## src/rtl/alu_pkg.sv

```systemverilog
// Shared op codes, FSM state encoding and helpers for alu_mc and muldiv_iter.
package alu_pkg;

  localparam int unsigned OP_W = 4;

  typedef enum logic [OP_W-1:0] {
    OP_ADD   = 4'd0,
    OP_SUB   = 4'd1,
    OP_AND   = 4'd2,
    OP_OR    = 4'd3,
    OP_XOR   = 4'd4,
    OP_NOR   = 4'd5,
    OP_SLT   = 4'd6,
    OP_SLTU  = 4'd7,
    OP_SLL   = 4'd8,
    OP_SRL   = 4'd9,
    OP_SRA   = 4'd10,
    OP_RSVD  = 4'd11,
    OP_MULT  = 4'd12,
    OP_MULTU = 4'd13,
    OP_DIV   = 4'd14,
    OP_DIVU  = 4'd15
  } op_e;

  typedef enum logic [1:0] {
    ST_IDLE = 2'd0,
    ST_MUL  = 2'd1,
    ST_DIV  = 2'd2
  } state_e;

  // Ops 12..15 are the iterative multiply/divide group.
  function automatic logic is_muldiv(input logic [OP_W-1:0] op);
    return op[3:2] == 2'b11;
  endfunction

endpackage

```

## src/rtl/muldiv_iter.sv

```systemverilog
// Iterative shift-add multiplier / restoring divider, one step per cycle.
// Only compiled when ALU_MULDIV_EN is defined.
`ifdef ALU_MULDIV_EN
module muldiv_iter
  import alu_pkg::*;
#(
  parameter int WIDTH = 32
) (
  input  logic             clk,
  input  logic             reset,
  input  logic             start,
  input  logic             is_div,
  input  logic             is_signed,
  input  logic [WIDTH-1:0] a,
  input  logic [WIDTH-1:0] b,
  output logic [WIDTH-1:0] hi,
  output logic [WIDTH-1:0] lo,
  output logic             busy,
  output logic             done
);

  localparam int unsigned CW = $clog2(WIDTH);
  localparam logic [CW-1:0] LAST = CW'(WIDTH - 1);

  state_e           state_q, state_d;
  logic [CW-1:0]    cnt_q, cnt_d;
  logic [WIDTH:0]   acc_hi_q, acc_hi_d;
  logic [WIDTH-1:0] acc_lo_q, acc_lo_d;
  logic [WIDTH-1:0] opnd_q, opnd_d;
  logic [WIDTH-1:0] dvd_q, dvd_d;
  logic             neg_q, neg_d, neg_rem_q, neg_rem_d, dbz_q, dbz_d;
  logic [WIDTH-1:0] hi_q, hi_d, lo_q, lo_d;
  logic             done_q, done_d;

  logic               a_neg, b_neg;
  logic [WIDTH-1:0]   a_mag, b_mag, addend, quo, rem;
  logic [WIDTH:0]     add_sum, rem_sh, mul_hi_nx, div_hi_nx;
  logic [WIDTH+1:0]   trial;
  logic [WIDTH-1:0]   mul_lo_nx, div_lo_nx;
  logic [2*WIDTH-1:0] prod;

  // Magnitudes are iterated; the sign is reapplied on the final step.
  // Multiply keeps {partial product, multiplier} in acc; divide keeps {remainder, quotient}.
  always_comb begin
    state_d   = state_q;
    cnt_d     = cnt_q;
    acc_hi_d  = acc_hi_q;
    acc_lo_d  = acc_lo_q;
    opnd_d    = opnd_q;
    dvd_d     = dvd_q;
    neg_d     = neg_q;
    neg_rem_d = neg_rem_q;
    dbz_d     = dbz_q;
    hi_d      = hi_q;
    lo_d      = lo_q;
    done_d    = 1'b0;

    a_neg = is_signed & a[WIDTH-1];
    b_neg = is_signed & b[WIDTH-1];
    a_mag = a_neg ? -a : a;
    b_mag = b_neg ? -b : b;

    addend    = acc_lo_q[0] ? opnd_q : '0;
    add_sum   = acc_hi_q + {1'b0, addend};
    mul_hi_nx = {1'b0, add_sum[WIDTH:1]};
    mul_lo_nx = {add_sum[0], acc_lo_q[WIDTH-1:1]};
    prod      = {mul_hi_nx[WIDTH-1:0], mul_lo_nx};

    rem_sh    = {acc_hi_q[WIDTH-1:0], acc_lo_q[WIDTH-1]};
    trial     = {1'b0, rem_sh} - {2'b00, opnd_q};
    div_hi_nx = trial[WIDTH+1] ? rem_sh : trial[WIDTH:0];
    div_lo_nx = {acc_lo_q[WIDTH-2:0], ~trial[WIDTH+1]};
    quo       = div_lo_nx;
    rem       = div_hi_nx[WIDTH-1:0];

    case (state_q)
      ST_IDLE: begin
        if (start) begin
          state_d   = is_div ? ST_DIV : ST_MUL;
          cnt_d     = '0;
          acc_hi_d  = '0;
          acc_lo_d  = is_div ? a_mag : b_mag;
          opnd_d    = is_div ? b_mag : a_mag;
          neg_d     = a_neg ^ b_neg;
          neg_rem_d = a_neg;
          dbz_d     = (b == '0);
          dvd_d     = a;
        end
      end
      ST_MUL, ST_DIV: begin
        acc_hi_d = (state_q == ST_DIV) ? div_hi_nx : mul_hi_nx;
        acc_lo_d = (state_q == ST_DIV) ? div_lo_nx : mul_lo_nx;
        cnt_d    = cnt_q + 1'b1;
        if (cnt_q == LAST) begin
          state_d = ST_IDLE;
          done_d  = 1'b1;
          if (state_q == ST_MUL) begin
            {hi_d, lo_d} = neg_q ? -prod : prod;
          end else if (dbz_q) begin
            hi_d = dvd_q;
            lo_d = '1;
          end else begin
            lo_d = neg_q ? -quo : quo;
            hi_d = neg_rem_q ? -rem : rem;
          end
        end
      end
      default: state_d = ST_IDLE;
    endcase
  end

  always_ff @(posedge clk) begin
    if (reset) begin
      state_q   <= ST_IDLE;
      cnt_q     <= '0;
      acc_hi_q  <= '0;
      acc_lo_q  <= '0;
      opnd_q    <= '0;
      dvd_q     <= '0;
      neg_q     <= 1'b0;
      neg_rem_q <= 1'b0;
      dbz_q     <= 1'b0;
      hi_q      <= '0;
      lo_q      <= '0;
      done_q    <= 1'b0;
    end else begin
      state_q   <= state_d;
      cnt_q     <= cnt_d;
      acc_hi_q  <= acc_hi_d;
      acc_lo_q  <= acc_lo_d;
      opnd_q    <= opnd_d;
      dvd_q     <= dvd_d;
      neg_q     <= neg_d;
      neg_rem_q <= neg_rem_d;
      dbz_q     <= dbz_d;
      hi_q      <= hi_d;
      lo_q      <= lo_d;
      done_q    <= done_d;
    end
  end

  assign hi   = hi_q;
  assign lo   = lo_q;
  assign busy = (state_q != ST_IDLE);
  assign done = done_q;

endmodule
`endif

```

## src/rtl/alu_mc.sv

```systemverilog
// Multi-cycle ALU: registered single-cycle ops plus optional iterative mul/div.
// Mul/div unit is present only when ALU_MULDIV_EN is defined.
module alu_mc
  import alu_pkg::*;
#(
  parameter int WIDTH = 32
) (
  input  logic             clk,
  input  logic             reset,
  input  logic             start,
  input  logic [3:0]       op,
  input  logic [WIDTH-1:0] a,
  input  logic [WIDTH-1:0] b,
  output logic [WIDTH-1:0] result,
  output logic             zero,
  output logic             overflow,
  output logic [WIDTH-1:0] hi,
  output logic [WIDTH-1:0] lo,
  output logic             busy,
  output logic             done
);

  localparam int unsigned SHW = $clog2(WIDTH);

  logic [WIDTH-1:0] result_q, result_d, alu_res, sum, diff;
  logic             zero_q, zero_d, ovf_q, ovf_d, alu_done_q, alu_done_d;
  logic             alu_ovf, accept, alu_go;
  logic [SHW-1:0]   sh;

  assign sh = b[SHW-1:0];

  always_comb begin
    alu_res = '0;
    alu_ovf = 1'b0;
    sum     = a + b;
    diff    = a - b;
    case (op_e'(op))
      OP_ADD: begin
        alu_res = sum;
        alu_ovf = (a[WIDTH-1] == b[WIDTH-1]) && (sum[WIDTH-1] != a[WIDTH-1]);
      end
      OP_SUB: begin
        alu_res = diff;
        alu_ovf = (a[WIDTH-1] != b[WIDTH-1]) && (diff[WIDTH-1] != a[WIDTH-1]);
      end
      OP_AND:  alu_res = a & b;
      OP_OR:   alu_res = a | b;
      OP_XOR:  alu_res = a ^ b;
      OP_NOR:  alu_res = ~(a | b);
      OP_SLT:  alu_res = {{(WIDTH-1){1'b0}}, ($signed(a) < $signed(b))};
      OP_SLTU: alu_res = {{(WIDTH-1){1'b0}}, (a < b)};
      OP_SLL:  alu_res = a << sh;
      OP_SRL:  alu_res = a >> sh;
      OP_SRA:  alu_res = $signed(a) >>> sh;
      default: alu_res = '0;
    endcase

    accept = start && !busy;
`ifdef ALU_MULDIV_EN
    alu_go = accept && !is_muldiv(op);
`else
    // Without the mul/div unit, ops 12..15 fall through as reserved: result 0.
    alu_go = accept;
`endif
    result_d   = alu_go ? alu_res : result_q;
    zero_d     = alu_go ? (alu_res == '0) : zero_q;
    ovf_d      = alu_go ? alu_ovf : ovf_q;
    alu_done_d = alu_go;
  end

  always_ff @(posedge clk) begin
    if (reset) begin
      result_q   <= '0;
      zero_q     <= 1'b1;
      ovf_q      <= 1'b0;
      alu_done_q <= 1'b0;
    end else begin
      result_q   <= result_d;
      zero_q     <= zero_d;
      ovf_q      <= ovf_d;
      alu_done_q <= alu_done_d;
    end
  end

  assign result   = result_q;
  assign zero     = zero_q;
  assign overflow = ovf_q;

`ifdef ALU_MULDIV_EN
  logic md_done;

  muldiv_iter #(.WIDTH(WIDTH)) u_muldiv (
    .clk       (clk),
    .reset     (reset),
    .start     (accept && is_muldiv(op)),
    .is_div    (op[1]),
    .is_signed (~op[0]),
    .a         (a),
    .b         (b),
    .hi        (hi),
    .lo        (lo),
    .busy      (busy),
    .done      (md_done)
  );

  assign done = alu_done_q | md_done;
`else
  assign hi   = '0;
  assign lo   = '0;
  assign busy = 1'b0;
  assign done = alu_done_q;
`endif

endmodule

```

## config.mk

```make
export PLATFORM = sky130hd
export DESIGN_NAME = alu_mc
export DESIGN_NICKNAME = d
export VERILOG_FILES = /design/src/rtl/alu_pkg.sv /design/src/rtl/muldiv_iter.sv /design/src/rtl/alu_mc.sv
export SDC_FILE = /design/constraint.sdc
export NUM_CORES = 1
export LEC_CHECK = 0
export CAP_MARGIN = 20
export CORE_UTILIZATION = 50
export DETAILED_ROUTE_END_ITERATION = 12
export PLACE_DENSITY = 0.74
export SYNTH_ARGS = -nofsm -noshare
export SYNTH_HDL_FRONTEND = slang
export SYNTH_SLANG_ARGS = --single-unit
```

## constraint.sdc

```tcl
create_clock -name clk -period 7.9 [get_ports clk]
set_input_delay 1.58 -clock clk [delete_from_list [all_inputs] [get_ports clk]]
set_output_delay 1.58 -clock clk [all_outputs]
set_load 0.1 [all_outputs]
```

run_1/class_map.png
The bar under the picture is 50 um long.
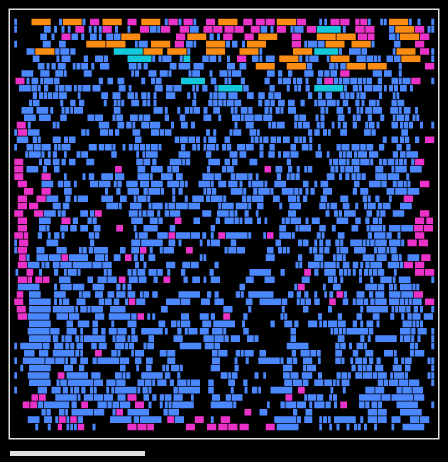
remaining logic cells -> blue  # cells 1508
clock drivers and dummy loads -> cyan  # cells 8
registers -> orange  # cells 35
remaining buffers and delay cells -> magenta  # cells 149
post-route cell area: 13300 um2
Seq/total area: 5.28%
Finished Core Util: 56.0%
core area: 23700 um2
Std-Cell Rows: 56

run_1/congestion_map.png
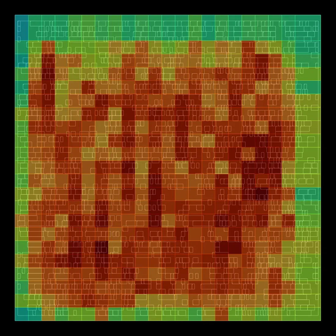
met1 Usage GRT: 59.5%
gr usage total: 46.2%

==> results.txt, run 1 <==
TNS Setup -> 0 ps
Netlist cell types -> 90
type of the most critical hold path -> flop to flop
initial antenna violation count -> 1
synthesized cell area -> 12200 um2
yosys stat chip area -> 12200 um2
Synth top cells by count -> 174 x nor2_1, 155 x nand2_1, 123 x a21oi_1
cell family with most CP delay -> simple AND/OR/NAND/NOR gates
CTS tree -> yes
count of library flops with an enable pin -> 0
Tool Warnings -> 93
Peak VDD IR -> 0.123 mV
Post-CTS Setup Bufs -> 0
Async S/R FF share, synth -> 0%
max cap viols -> 0
Fillers -> 2392
post-synthesis area per instance -> 7.19 um2
largest net degree at the start of global routing -> 68
CTS Root Cell -> clkbuf_16
leak pwr -> 5.51 nW
die area -> 25000 um2
Post-CTS Hold Buffers -> 0
# setup viols final -> 0
CP max-delay cell -> a221oi_1
CP cell instances -> buf_2 -> clkinv_1 -> ha_1 -> nor2b_1 -> mux2i_1 -> o211a_1 -> o21ai_0 -> a221oi_1 -> nand3_1 -> or4_1 -> or4_1 -> and4bb_1 -> nand4_1 -> and4bb_1 -> a311o_1
Critical Path Fanout Max -> 18
core utilization at floorplan -> 51.5%
Iter 0 DRT Violations -> 2298
# Cells Yosys -> 1694
CP Capture Type -> flop
H-tree depth -> 2
GPL Wtd Cong -> 1.12
cycle use final -> 86.3%
global-route wire length before repair -> 85.2 mm
FMAX -> 147 MHz
layout cells sized above 1 -> 9.18%
Synth Warn # -> 0
setup ws final -> 1080 ps
ys flop type -> dfxtp_1
Layout area overhead -> 8.83%
Stages on worst setup path -> 15
PortBufs -> 105
sequential cell area fraction in the yosys report -> 5.75%
Slew headroom -> 26.3%
RSZ-0062 raised after global routing -> no
Final Max-Slew Violation Tally -> 0
DR WL/cell -> 28.9 um
Slew @ Worst Pin -> 1080 ps
detailed placer's ending HPWL -> 44.2 mm
I/O Pins -> 171
via total after detailed routing -> 14500
Top cells by area -> ha_1 10%, mux4_2 9.2%, mux2i_1 6.5%
Final Skew -> 0 ps
Arrival @ worst endpoint -> 7050 ps
number of CTS-inserted buffers -> 5
Detail Route Antenna Nets -> 0
status -> complete, no violations
Area leader share -> 10.2%
Via-to-Cell Ratio -> 7.18
Worst Path Required -> 8130 ps
clock tree buffer depth -> 2
vias in the first global route -> 13200
Registers, synthesis -> 35
n_diodes -> 0
DRT Wirelength -> 58.3 mm
die height -> 158 um
Final min period -> 6820 ps
pwr dens -> 122 nW/um2
Worst setup SP type -> primary input
Setup Crit Path Kind -> primary input to flop
post-CTS resize count -> 0
Die W -> 158 um
crit path buf inv count -> 2
hold slack -> 479 ps
CP max stage delay -> 860 ps
most common cell in the netlist -> nor2_1
GRT overflow -> 0
final hold violation count -> 0
area leader, netlist -> ha_1
Reg clk slew, reported paths -> 60 ps
First-pass DRT Iterations -> 8
WHS Path Cells -> 2
R2R depth -> 2
Post-route DRC -> 0
pre-CTS WS -> 1090 ps
clock sink count -> 35
Placed Instance Area -> 13100 um2
synthesized netlist cell count -> 1694
clk latency late pin -> 280 ps
nets -> 1871
run_1/floorplan.png
Pins as bars on the die edge. Tap cells in gray.
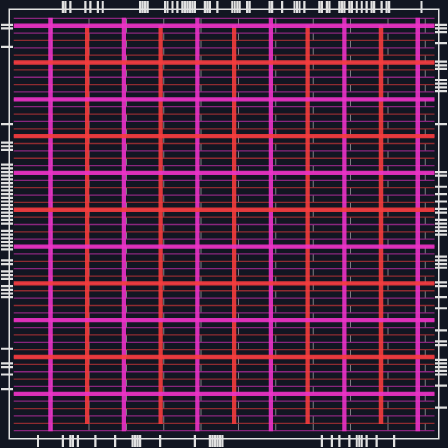
VDD -> red
VSS -> magenta
met1 rails = 57
rows = 56
met5 straps = 11
signal pins = 171
met4 straps = 11

run_1/clock_wires.png
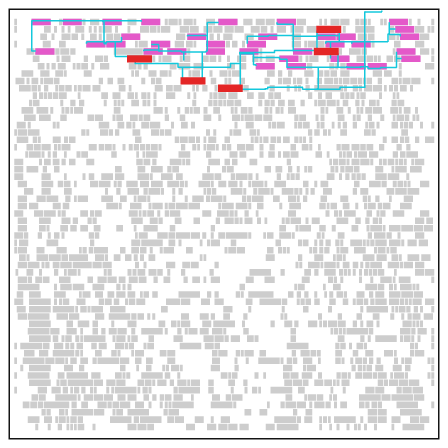
clock-net drivers -> red  # count 5
clock wires -> cyan  # length 552 um
flip-flops -> magenta  # count 35
flops lie = a horizontal strip, top

run 1: through the flow:
step	cells	power, W	utilization (%)
after floorplan	1758	0.00102	-
after global placement	2010	0.00131	55.2
final	2019	0.00161	56.0
after global routing	2019	0.00167	56.0
after CTS	2018	0.00157	56.0
after detailed placement	2010	0.00131	55.2
run 1: kinds of logic after synthesis:
kind of cell	share of synthesized area, %
compound gates	31.6
simple gates	20.8
buf+inv	12.2
mux	18.3
fa+ha+maj	10.5
flops	5.75
xor+xnor	0.719
other cells	0.0308
run 1: worst min-delay path, cell delays in order, from the launching register on:
cell and delay (ps):
dfxtp_1 310, nor2_1 80, nor3_1 50
run 1: metal layers:
layer,GRT usage [%],routed length [um],up-vias
met2,70.5,24800,1195
met4,25.0,3880,2
met5,0,10,-
met1,59.5,22200,6813
li1,-,-,6252
met3,11.4,7340,236
run 1: cells in the final DEF (no fill, tap or decap), types with 24 or more instances in the layout:
cell type        netlist  routed
ha_1                  99      99
o21ai_0               75      75
a211o_1               24      24
a21oi_1              123     123
o211ai_1              30      30
buf_4                 66      46
nor3_1                30      30
a31oi_1               28      28
a211oi_1              55      55
mux2i_1               79      79
dfxtp_1               35      35
clkdlybuf4s50_1        0      99
nand2_1              155     155
conb_1                 1      65
inv_1                 91      91
mux4_2                50      50
nor2_1               174     174
nand3_1               40      40
run 1: area by class of cell:
| class | count | area [um2] | area share, % |
|---|---|---|---|
| Clock buffer | 5 | 125 | 0.943 |
| Sequential cell | 35 | 701 | 5.28 |
| Timing Repair Buffer | 149 | 1360 | 10.2 |
| Clock inverter | 3 | 67.6 | 0.509 |
| Inverter | 93 | 349 | 2.63 |
| Multi-Input combinational cell | 1415 | 10300 | 77.4 |
| Tap cell | 319 | 399 | 3.01 |
run 1: where the power goes:
group | internal, W | switching, W
Sequential | 0.000192 | 0.00000783
Clock | 0.000181 | 0.0000792
Combinational | 0.000336 | 0.000817
Total | 0.000708 | 0.000904
run 1: sequential cells by signal, summed over array words and instances, names as in the netlist:
name	flops
result	32
zero	1
done	1
overflow	1
run 1: final timing paths:
check,startpoint,end,slack [ps]
max,b[0],zero,1080
min,result[6],result[6],480
max reg2reg,zero,zero,7030
min reg2reg,result[6],result[6],480
run_1/m4.png
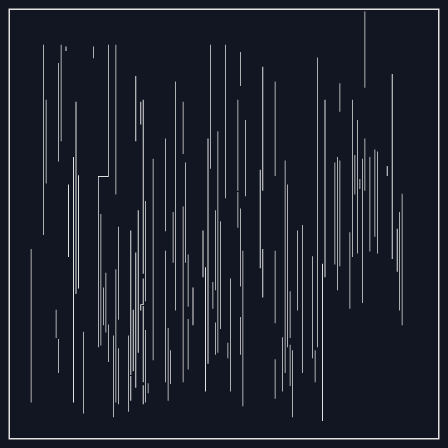

==> inputs of run 2 (changes only) <==
ABC_AREA = 1   (was not set)
run_2/m4.png
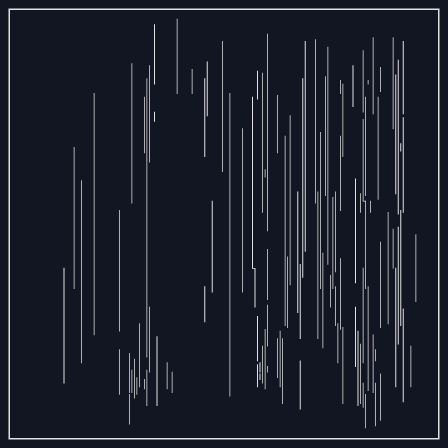
main direction = vertical
longest straight run = 111 um
share of all routed wire = 6.0%
nets with wire on the layer = 94
wire length on this layer = 3350 um
via total after detailed routing: 16200
DRT Wirelength: 56.2 mm

run_2/congestion_map.png
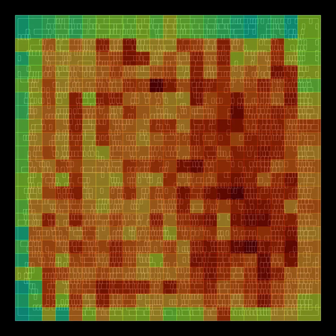
Finished Core Util: 55.1%
global routing's busiest layer: met2
met2 GRT Util: 71.0%
DR WL/cell: 20.7 um
gr usage total: 44.9%

==> run 2 against run 1 <==
  * Critical path depth up 5
  * Combinational power down 9%
  * Fmax up 25%
  * Routed wire length down 3.6%
  * Sequential power about the same
  * Setup slack better by 1400 ps
  * Clock skew unchanged
  * Via count up 12%
  * Sequential share of layout area up 0.14 points
  * Core utilization down 0.94 points
==> results.txt, run 2 <==
GPL Wtd Cong -> 1.06 (-5.0%)
Async S/R FF share, synth -> 0% (unchanged)
Synth top cells by count -> 721 x nand2_1, 472 x nand3_1, 302 x inv_1
Tool Warnings -> 93 (unchanged)
Die W -> 157 um (-0.90%)
Slew @ Worst Pin -> 1060 ps (-19.4 ps)
hold endpoint -> result[1]
GRT overflow -> 0 (unchanged)
Peak VDD IR -> 0.103 mV (-17%)
max FFs per register -> 32 (unchanged)
overall power -> 0.00146 W (-9.2%)
Final Max-Slew Violation Tally -> 0 (unchanged)
TNS Setup -> 0 ps (unchanged)
Synth Warn # -> 0 (unchanged)
# setup viols final -> 0 (unchanged)
Hold Crit Start -> result[1]
die area -> 24600 um2 (-1.8%)
CP Capture Type -> flop
Post-CTS Setup Bufs -> 0 (unchanged)
core area -> 23500 um2 (-0.89%)
Top Layout Cells -> 721 x nand2_1, 472 x nand3_1, 302 x inv_1
yosys stat chip area -> 12000 um2 (-1.8%)
ys flop type -> dfxtp_1
Final min period -> 5460 ps (-1350 ps)
Via-to-Cell Ratio -> 5.96 (-17%)
number of CTS-inserted buffers -> 5 (unchanged)
Iter 0 DRT Violations -> 2547 (+11%)
pwr dens -> 113 nW/um2 (-6.9%)
Area leader share -> 22.6% (+12 points)
count of library flops with an enable pin -> 0 (unchanged)
global-route wire length before repair -> 82.2 mm (-3.5%)
synthesized netlist cell count -> 2376 (+40%)
FMAX -> 183 MHz (+25%)
Top cells by area -> nand2_1 23%, nand3_1 20%, ha_1 10%
Final Skew -> 0 ps (unchanged)
dominant logic cell type in the layout -> nand2_1
flop-to-flop setup slack -> 7100 ps (+70 ps)
hold slack -> 492 ps (+12.8 ps)
max cap viols -> 0 (unchanged)
Registers, synthesis -> 35 (unchanged)
most common cell in the netlist -> nand2_1
die height -> 157 um (-0.90%)
type of the most critical hold path -> flop to flop
leak pwr -> 7.04 nW (+28%)
Reg clk slew, reported paths -> 60 ps (about the same)
vias in the first global route -> 14400 (+8.8%)
largest net degree at the start of global routing -> 72 (+5.9%)
Critical Path Fanout Max -> 56 (+38)
status -> complete, no violations
Detail Route Antenna Nets -> 0 (unchanged)
post-CTS resize count -> 0 (unchanged)
Post-route DRC -> 0 (unchanged)
Worst Path Required -> 8130 ps (about the same)
Std-Cell Rows -> 56 (unchanged)
clk latency late pin -> 290 ps (about the same)
Arrival @ worst endpoint -> 5690 ps (-1360 ps)
Slew headroom -> 29.3% (+3.0 points)
area leader, netlist -> nand2_1
R2R depth -> 3 (+1)
n_diodes -> 0 (unchanged)
core utilization at floorplan -> 51.0% (-0.48 points)
worst r2r src -> result[12]
WHS Path Cells -> 2 (unchanged)
H-tree depth -> 2 (unchanged)
Worst setup SP type -> primary input
RSZ-0062 raised after global routing -> no
clock tree buffer depth -> 2 (unchanged)
clock sink count -> 35 (unchanged)
sequential cell area fraction in the yosys report -> 5.86% (+0.11 points)
post-synthesis area per instance -> 5.04 um2 (-30%)
Layout area overhead -> 8.02%
detailed placer's ending HPWL -> 45.2 mm (+2.2%)
initial antenna violation count -> 1 (unchanged)
reg2reg end -> result[12]
# Cells Yosys -> 2376 (+40%)
nets -> 2571 (+37%)
Post-CTS Hold Buffers -> 0 (unchanged)
CTS tree -> yes
cycle use final -> 69.2% (-17 points)
CTS Root Cell -> clkbuf_16
First-pass DRT Iterations -> 8 (unchanged)
Setup Crit Path Kind -> primary input to flop
layout cells sized above 1 -> 1.92% (-7.3 points)
I/O Pins -> 171 (unchanged)
synthesized cell area -> 12000 um2 (-1.8%)
PortBufs -> 105 (unchanged)
final hold violation count -> 0 (unchanged)
Netlist cell types -> 41 (-54%)
## run 2: worst max-delay path: stages
cell and delay (ps):
clkdlybuf4s50_1 720, inv_1 220, buf_4 530, ha_1 330
inv_1 100, nand2_1 70, nand2_1 40, nand3_1 200
a21oi_1 90, o21ai_0 80, nand2_1 130, nor2_1 240
nand2_1 360, nor2_1 350, nand2_1 90, nor2_1 110
nand3_1 160, nor2_1 130, nand2_1 70, nand2_1 60
## run 2: worst max-delay path by stage
stage	startpoint	end	slack (ps)	depth (start not counted)
2_1_floorplan	b[2]	zero	3940	23
3_3_place_gp	b[3]	zero	2630	20
3_5_place_dp	b[3]	zero	2620	20
4_1_cts	b[3]	zero	2860	20
5_1_grt	b[3]	zero	2280	20
6_report	b[3]	zero	2440	20
## run 2: cell type report
type,count,area (um2)
Multi-Input combinational cell,1925,9350
Clock buffer,8,156
Tap cell,319,399
Sequential cell,35,701
Fill cell,2551,10500
Timing Repair Buffer,118,1140
Inverter,314,1180
## run 2: per-layer routing
| layer | routed length, um | up-vias | GRT usage [%] |
|---|---|---|---|
| li1 | - | 7586 | - |
| met1 | 21600 | 7303 | 57.0 |
| met2 | 24200 | 1085 | 71.0 |
| met3 | 7140 | 235 | 9.97 |
| met4 | 3350 | 2 | 22.2 |
| met5 | 10 | - | 0 |
## run 2: cell families after synthesis
kind of cell	synth area share [%]
AOI/OAI and AO/OA	11.3
xor gates and xnor gates	0.146
buffers and inverters	18.1
DFF	5.86
adders and majority gates	10.7
other	0.0313
and+or+nand+nor	53.9
## run 2: through the flow
| step | worst slack (ps) | utilization [%] | area (um2) | std cells |
|---|---|---|---|---|
| floorplan | 3940 | - | 12200 | 2440 |
| global placement | 2630 | 54.4 | 12800 | 2711 |
| detailed placement | 2620 | 54.4 | 12800 | 2711 |
| CTS | 2860 | 55.1 | 12900 | 2719 |
| global route | 2280 | 55.1 | 12900 | 2719 |
| finish | 2440 | 55.1 | 12900 | 2719 |
## run 2: where the power goes
| part | leakage, nW | internal [W] | switching (W) | total (W) |
|---|---|---|---|---|
| clock | 0.0772 | 0.000134 | 0.0000769 | 0.000211 |
| combinational | 6.67 | 0.000251 | 0.000804 | 0.00105 |
| sequential | 0.290 | 0.000190 | 0.00000777 | 0.000198 |
| total | 7.04 | 0.000575 | 0.000889 | 0.00146 |
Power figures rest on the tool's default switching activity, not on a simulated workload.
